### Wires at chosen ports, followed through buffers, run 1

Drawn at 3 px/µm.
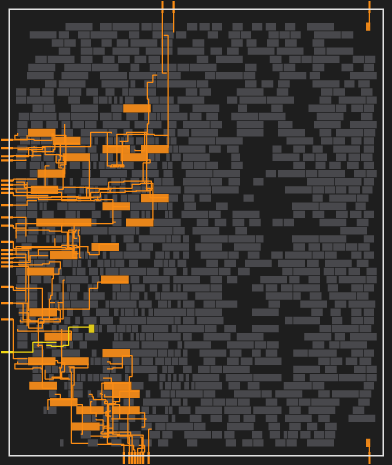
### Gate-type map, run 1

Drawn at 2 px/µm.
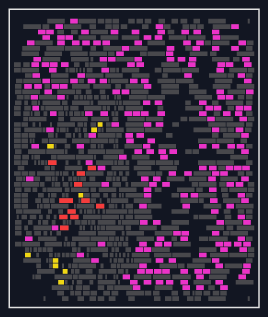
### Metal layers overlaid, run 1

Drawn at 2 px/µm.
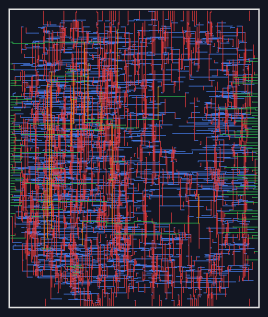
### Clock nets, run 1

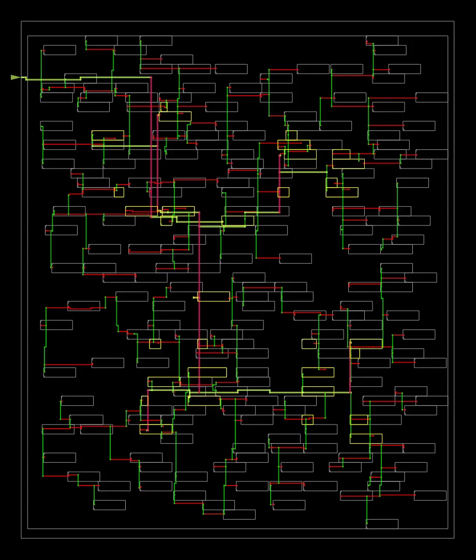
File: config.mk
export PLATFORM = sky130hd
export DESIGN_NAME = rv_fetch
export DESIGN_NICKNAME = d
export VERILOG_FILES = /design/src/rtl/rv_fetch.sv
export SDC_FILE = /design/constraint.sdc
export NUM_CORES = 1
export LEC_CHECK = 0
export CORE_ASPECT_RATIO = 1.2
export CORE_MARGIN = 1.5
export CORE_UTILIZATION = 53
export DETAILED_ROUTE_END_ITERATION = 10
export PLACE_DENSITY = 0.82
export SLEW_MARGIN = 20
export SYNTH_ARGS = -nofsm -noshare
export SYNTH_HDL_FRONTEND = slang
export SYNTH_SLANG_ARGS = --single-unit
export TNS_END_PERCENT = 20
File: constraint.sdc
create_clock -name clk_i -period 8.6 [get_ports clk_i]
set_input_delay 1.72 -clock clk_i [delete_from_list [all_inputs] [get_ports clk_i]]
set_output_delay 1.72 -clock clk_i [all_outputs]
set_load 0.01 [all_outputs]
File: src/rtl/rv_fetch.sv
// ---------------------------------------------------------------------------
// rv_fetch -- instruction fetch stage of the RV32 core.
//
// Owns the program counter, issues word-aligned reads on the instruction
// memory request/grant/response bus, buffers returned words in a small
// in-order FIFO and hands {instr, pc} to decode. A redirect from downstream
// flushes the FIFO and arranges for all in-flight responses to be dropped.
//
// Parameters:
//   RESET_PC    first PC fetched after reset (bits [1:0] must be 0)
//   FIFO_DEPTH  buffer entries and total credit (buffered + in-flight);
//               power of two, >= 2
//
// Ports:
//   clk_i, rst_i          clock (rising edge), async active-high reset
//   imem_req_o            read request valid
//   imem_addr_o           read address (word aligned)
//   imem_gnt_i            request accepted this cycle
//   imem_rvalid_i         read data valid (in request order, >= 1 cycle after grant)
//   imem_rdata_i          read data
//   redirect_i            discard younger instructions, restart at redirect_pc_i
//   redirect_pc_i         new PC (bits [1:0] ignored)
//   instr_o, pc_o         instruction word and its address for decode
//   valid_o, ready_i      decode handshake
//
// Handshakes: a transfer happens on a rising edge where the sender's valid
// (imem_req_o / valid_o) and the receiver's accept (imem_gnt_i / ready_i)
// are both high. While valid_o is high and ready_i low, instr_o/pc_o hold.
// imem_req_o may depend combinationally on ready_i so that a pop frees a
// credit in the same cycle (sustains 1 instr/cycle with a 1-cycle memory).
// ---------------------------------------------------------------------------
module rv_fetch #(
  parameter logic [31:0] RESET_PC   = 32'h0000_0000,
  parameter int          FIFO_DEPTH = 2
) (
  input  logic        clk_i,
  input  logic        rst_i,
  output logic        imem_req_o,
  output logic [31:0] imem_addr_o,
  input  logic        imem_gnt_i,
  input  logic        imem_rvalid_i,
  input  logic [31:0] imem_rdata_i,
  input  logic        redirect_i,
  input  logic [31:0] redirect_pc_i,
  output logic [31:0] instr_o,
  output logic [31:0] pc_o,
  output logic        valid_o,
  input  logic        ready_i
);

  localparam int          PW  = $clog2(FIFO_DEPTH);
  localparam int          CW  = PW + 1;
  localparam logic [31:0] NOP = 32'h0000_0013;

  logic [31:0]   r_fetch_pc;
  logic [31:0]   r_resp_pc;
  logic [CW-1:0] r_outstanding;
  logic [CW-1:0] r_discard;
  logic [CW-1:0] r_count;
  logic [PW-1:0] r_rd_ptr;
  logic [PW-1:0] r_wr_ptr;
  logic [31:0]   r_fifo_instr [FIFO_DEPTH];
  logic [31:0]   r_fifo_pc    [FIFO_DEPTH];

  logic          w_valid;
  logic          w_pop;
  logic          w_rsp;
  logic          w_push;
  logic          w_req;
  logic          w_grant;
  logic [CW:0]   w_credit_used;
  logic [31:0]   w_redirect_pc;

  // Masking (rather than slicing) keeps every bit of redirect_pc_i in use.
  assign w_redirect_pc = redirect_pc_i & ~32'h0000_0003;

  assign w_valid = (r_count != '0) && !redirect_i;
  assign w_pop   = w_valid && ready_i;

  // A response with nothing outstanding is a protocol error and is ignored.
  assign w_rsp   = imem_rvalid_i && (r_outstanding != '0);
  // Stale responses (discard > 0) and anything arriving during a redirect
  // never reach the FIFO.
  assign w_push  = w_rsp && (r_discard == '0) && !redirect_i;

  // Credit counts the slot a same-cycle pop frees, hence the ready_i path.
  assign w_credit_used = {1'b0, r_outstanding} + {1'b0, r_count} - (CW+1)'(w_pop);
  assign w_req   = !rst_i && !redirect_i && (w_credit_used < (CW+1)'(FIFO_DEPTH));
  assign w_grant = w_req && imem_gnt_i;

  assign imem_req_o  = w_req;
  assign imem_addr_o = r_fetch_pc;
  assign valid_o     = w_valid;
  assign instr_o     = r_fifo_instr[r_rd_ptr];
  assign pc_o        = r_fifo_pc[r_rd_ptr];

  // Request side: fetch address and in-flight bookkeeping.
  always_ff @(posedge clk_i or posedge rst_i) begin
    if (rst_i) begin
      r_fetch_pc    <= RESET_PC;
      r_outstanding <= '0;
      r_discard     <= '0;
    end else begin
      r_outstanding <= r_outstanding + CW'(w_grant) - CW'(w_rsp);
      if (redirect_i) begin
        r_fetch_pc <= w_redirect_pc;
        // Everything still in flight after this cycle belongs to the old path.
        r_discard  <= r_outstanding - CW'(w_rsp);
      end else begin
        if (w_grant) begin
          r_fetch_pc <= r_fetch_pc + 32'd4;
        end
        if (w_rsp && (r_discard != '0)) begin
          r_discard <= r_discard - 1'b1;
        end
      end
    end
  end

  // Response side: PC of the next kept response, FIFO pointers and count.
  always_ff @(posedge clk_i or posedge rst_i) begin
    if (rst_i) begin
      r_resp_pc <= RESET_PC;
      r_rd_ptr  <= '0;
      r_wr_ptr  <= '0;
      r_count   <= '0;
    end else if (redirect_i) begin
      r_resp_pc <= w_redirect_pc;
      r_rd_ptr  <= '0;
      r_wr_ptr  <= '0;
      r_count   <= '0;
    end else begin
      if (w_push) begin
        r_resp_pc <= r_resp_pc + 32'd4;
        r_wr_ptr  <= r_wr_ptr + 1'b1;
      end
      if (w_pop) begin
        r_rd_ptr <= r_rd_ptr + 1'b1;
      end
      r_count <= r_count + CW'(w_push) - CW'(w_pop);
    end
  end

  // FIFO storage; entries reset to a NOP at RESET_PC so the outputs are
  // defined out of reset.
  always_ff @(posedge clk_i or posedge rst_i) begin
    if (rst_i) begin
      for (int i = 0; i < FIFO_DEPTH; i++) begin
        r_fifo_instr[i] <= NOP;
        r_fifo_pc[i]    <= RESET_PC;
      end
    end else if (w_push) begin
      r_fifo_instr[r_wr_ptr] <= imem_rdata_i;
      r_fifo_pc[r_wr_ptr]    <= r_resp_pc;
    end
  end

endmodule

==> notes.md, run 1 <==
The synthesis and PnR run went through. The flow ran to the end, and the final reports show no timing, DRC or antenna violations. For the final routed database, the setup TNS stands at 0 ps. The via count of the first global-routing pass is 6428.

In this run the power spent charging and discharging nets is 1.03 mW. Post-layout total power landed at 3.49 mW. The share of the Yosys chip area taken by registers is 51.6%. Ranked by total cell area, the synthesized netlist is headed by sky130_fd_sc_hd__dfrtp_1 50%, sky130_fd_sc_hd__mux2_2 26%, sky130_fd_sc_hd__xnor2_1 3.0%. For reference, the post-synthesis area per instance comes to 12.7 µm².

Share of layout cells above drive strength 1 landed at between 30% and 40%. The worst setup path is captured at an output pin. Row count landed at around 52.

Synthesis-to-finish area growth landed at 25.6%. Wire length of the first global-routing pass landed at roughly 32000 µm. The final timing report lists a max-slew violation count of 0. The top cell types in the final layout, fill and taps aside, are 212 x sky130_fd_sc_hd__mux2_2, 185 x sky130_fd_sc_hd__dfrtp_1, 161 x sky130_fd_sc_hd__clkdlybuf4s50_1, 33 x sky130_fd_sc_hd__nand2_1, 32 x sky130_fd_sc_hd__xnor2_1. The type recorded for the worst min-delay path is reg -> reg. The die is 148 µm tall. After detailed placement, the design holds a cell count of about 1100. Per the log, the first TritonRoute iteration ended with a DRC count of 245. Hold-check failures listed in the final report amount to 0.
-- 'Wires at chosen ports, followed through buffers' (at the start) --
legend:
  `imem_addr_o`:
    colour: orange
    direction: output
    edge: 20 left, 9 bottom, 3 top
    end_cells: 32
    wire: 1730 µm
  `valid_o`:
    colour: yellow
    direction: output
    edge: left
    end_cells: 1
    wire: 39.2 µm
I/O pins: 168
number of port buffers: 161

-- 'Gate-type map' (at the start) --
legend:
  multiplexers:
    colour: magenta
    cells: 216
    where: spread over the die
  adder and majority cells:
    colour: red
    cells: 11
  AND-OR and OR-AND gates:
    colour: yellow
    cells: 9
final cell count without fillers: 1121
Top cell excl fill/tap: sky130_fd_sc_hd__mux2_2
proportion of cell area occupied by multi-input gates: 36.7%

-- 'Metal layers overlaid' (at the start) --
legend:
  met2:
    colour: red
    wire_length: 9890 µm
  met4:
    colour: orange
    wire_length: 455 µm
  met3:
    colour: green
    wire_length: 1070 µm
  met1:
    colour: blue
    wire_length: 8850 µm
Total Routing Usage GR: 22.6%
final wirelength: 20300 µm
via count: 6375
Routed WL per cell: 18.1 µm

-- 'Clock nets' (at the start) --
clock tree sinks: 192
number of buffers added by the clock tree synthesis step: 17
clk latency late pin: 420 ps
power attributed to the clock group: 0.772 mW
clock buffers: 19

run 1: stage by stage:
stage          instance area (µm²)  utilization (%)
2_1_floorplan                 9340                -
3_3_place_gp                 11100             65.2
3_5_place_dp                 11100             65.2
4_1_cts                      11700             68.6
5_1_grt                      11700             68.8
6_report                     11700             68.8
run 1: power groups by stage:
stage,clock network [mW],logic [mW],registers (mW)
after floorplan,0,0.801,1.38
after global placement,0,1.28,1.42
after detailed placement,0,1.30,1.44
after CTS,0.790,1.31,1.42
after global routing,0.828,1.41,1.47
final,0.772,1.30,1.42
run 1: final cells by class:
class                   count  area (µm²)
fillers                  1273        5330
flip-flops and latches    192        4810
multi-input cells         494        4300
repair buffers            169        1680
clock buffers              19         453
well taps                 216         270
clock inverters            13         126
inverters                  18        72.6
run 1: per-layer routing:
metal / vias up / global-route usage [%]
li1: 2944 / -
met1: 3215 / 30.5
met2: 180 / 36.7
met3: 36 / 4.14
met4: 0 / 7.56
met5: - / 0
run 1: registers in the layout, summed over array words and instances (netlist names):
signal         cells
r_discard          2
r_resp_pc         30
r_outstanding      2
r_rd_ptr           1
r_fifo_pc         60
r_wr_ptr           1
imem_addr_o       30
r_count            2
r_fifo_instr      64
run 1: path summary, 6_finish.rpt:
check                              start                to  slack (ps)
max                           redirect_i        imem_req_o        1960
min                        r_fifo_pc[51]     r_fifo_pc[51]         500
max reg2reg                   r_count[0]   imem_addr_o[15]        5030
min reg2reg                r_fifo_pc[51]     r_fifo_pc[51]         500
max in group asynchronous          rst_i  r_fifo_instr[59]        5620
min in group asynchronous          rst_i   imem_addr_o[20]        1720
==> run 2: changes to the inputs <==
==> constraint.sdc (replaced) <==
create_clock -name clk_i -period 6.4 [get_ports clk_i]
set_input_delay 1.28 -clock clk_i [delete_from_list [all_inputs] [get_ports clk_i]]
set_output_delay 1.28 -clock clk_i [all_outputs]
set_load 0.01 [all_outputs]
==> notes.md, run 2 <==
The synthesis and PnR run went through. The run finished with clean final reports. Counting every sink on the clock net gives 192. In this run the cell area measured after placement is 0.0112 mm². Ranked by total cell area, the synthesized netlist is headed by sky130_fd_sc_hd__dfrtp_1 50%, sky130_fd_sc_hd__mux2_2 26%, sky130_fd_sc_hd__xnor2_1 3.0%. The via count of the first global-routing pass was 6534.

Cells fill 69.0% of the core in the end. Number of flip-flops in the largest register landed at 64. Power in combinational cells landed at 1.74 mW.

Accumulated negative setup slack landed at 0 ps. Power dissipated in sequential cells landed at between 1.5 and 2 mW. Number of buffers inserted by port buffering landed at 161. Finished layout cell area landed at 0.0118 mm². Overall global routing resource usage landed at between 20% and 30%.

The top cell type in the final layout, fill and taps aside, is sky130_fd_sc_hd__mux2_2. The largest part of the power goes to sequential cells. Global routing consumed, on the met3 layer, about 5% of the routing resources.

Number of pins exceeding their max-slew limit in the final report landed at 0. Clock network latency to the later pin of the worst-skew pair landed at 430 ps. In the layout the commonest cells are 212 x sky130_fd_sc_hd__mux2_2, 185 x sky130_fd_sc_hd__dfrtp_1, 161 x sky130_fd_sc_hd__clkdlybuf4s50_1, 33 x sky130_fd_sc_hd__nand2_1, 32 x sky130_fd_sc_hd__xnor2_1. Met2 usage landed at a little under two fifths.

Counting tap cells, the placed design contains a total of 1087 instances. STA reports the tightest min-delay check as being of type reg -> reg. Synthesized area per cell landed at about 13 µm². Met1 capacity usage during global routing landed at just under 30%.
## run 2: worst reg2reg max path: stages, from the launching register on
cell and delay, ps:
sky130_fd_sc_hd__dfrtp_1 370, sky130_fd_sc_hd__inv_1 140, sky130_fd_sc_hd__a21oi_1 100, sky130_fd_sc_hd__and2_1 210, sky130_fd_sc_hd__ha_1 280, sky130_fd_sc_hd__or2b_1 230, sky130_fd_sc_hd__fa_1 520, sky130_fd_sc_hd__nand3b_1 170
sky130_fd_sc_hd__nor3_1 770, sky130_fd_sc_hd__nand4_1 200, sky130_fd_sc_hd__xnor2_1 170, sky130_fd_sc_hd__mux2_2 270
## run 2: cell type report
type | count | area (µm²) | share of cell area [%]
sequential | 192 | 4810 | 40.9
multi-input combinational | 494 | 4300 | 36.5
timing repair buffer | 168 | 1720 | 14.6
clock buffer | 17 | 425 | 3.61
tap | 216 | 270 | 2.30
clock inverter | 15 | 166 | 1.41
inverter | 18 | 71.3 | 0.606
## run 2: cells by family after synthesis
family | Yosys count | share of synthesized area [%]
other | 1 | 0.0402
DFF | 192 | 51.6
xor gates and xnor gates | 55 | 5.16
AOI/OAI and AO/OA | 52 | 3.89
and+or+nand+nor | 156 | 9.21
adders and majority gates | 11 | 1.56
muxes | 216 | 26.0
buffers and inverters | 54 | 2.57
## run 2: worst paths after layout
kind,from,end,slack [ps],cells past startpoint
max in group asynchronous,rst_i,r_fifo_instr[33],4120,4
hold / removal,r_fifo_pc[34],r_fifo_pc[34],500,1
min in group asynchronous,rst_i,imem_addr_o[3],1440,3
hold reg to reg,r_fifo_pc[34],r_fifo_pc[34],500,1
setup reg to reg,r_count[1],imem_addr_o[15],2860,11
setup / recovery,redirect_i,imem_req_o,1040,9
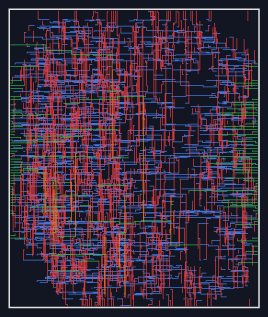
*Metal layers overlaid, run 2*
Drawn at 2 px/µm.
legend:
  met2:
    colour: red
    wire_length: 10100 µm
  met1:
    colour: blue
    wire_length: 8800 µm
  met3:
    colour: green
    wire_length: 1170 µm
  met4:
    colour: orange
    wire_length: 458 µm
Routed WL per cell: 18.3 µm
via count: 6349

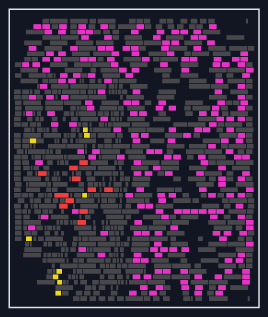
*Gate-type map, run 2*
Drawn at 2 px/µm.
final cell count without fillers: 1120
proportion of cell area occupied by multi-input gates: 36.5%

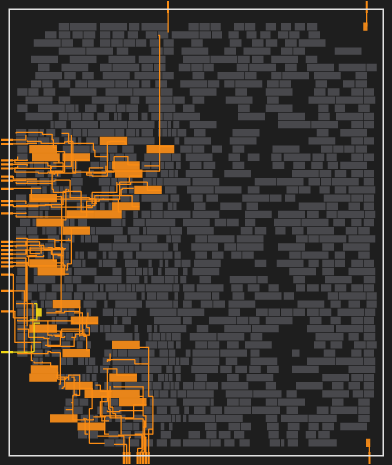
*Wires at chosen ports, followed through buffers, run 2*
Drawn at 3 px/µm.
legend:
  `imem_addr_o`:
    colour: orange
    direction: output
    edge: 21 left, 9 bottom, 2 top
    end_cells: 32
    wire: 1660 µm
  `valid_o`:
    colour: yellow
    direction: output
    edge: left
    end_cells: 1
    wire: 27.8 µm

Power figures rest on the tool's default switching activity, not on a simulated workload.
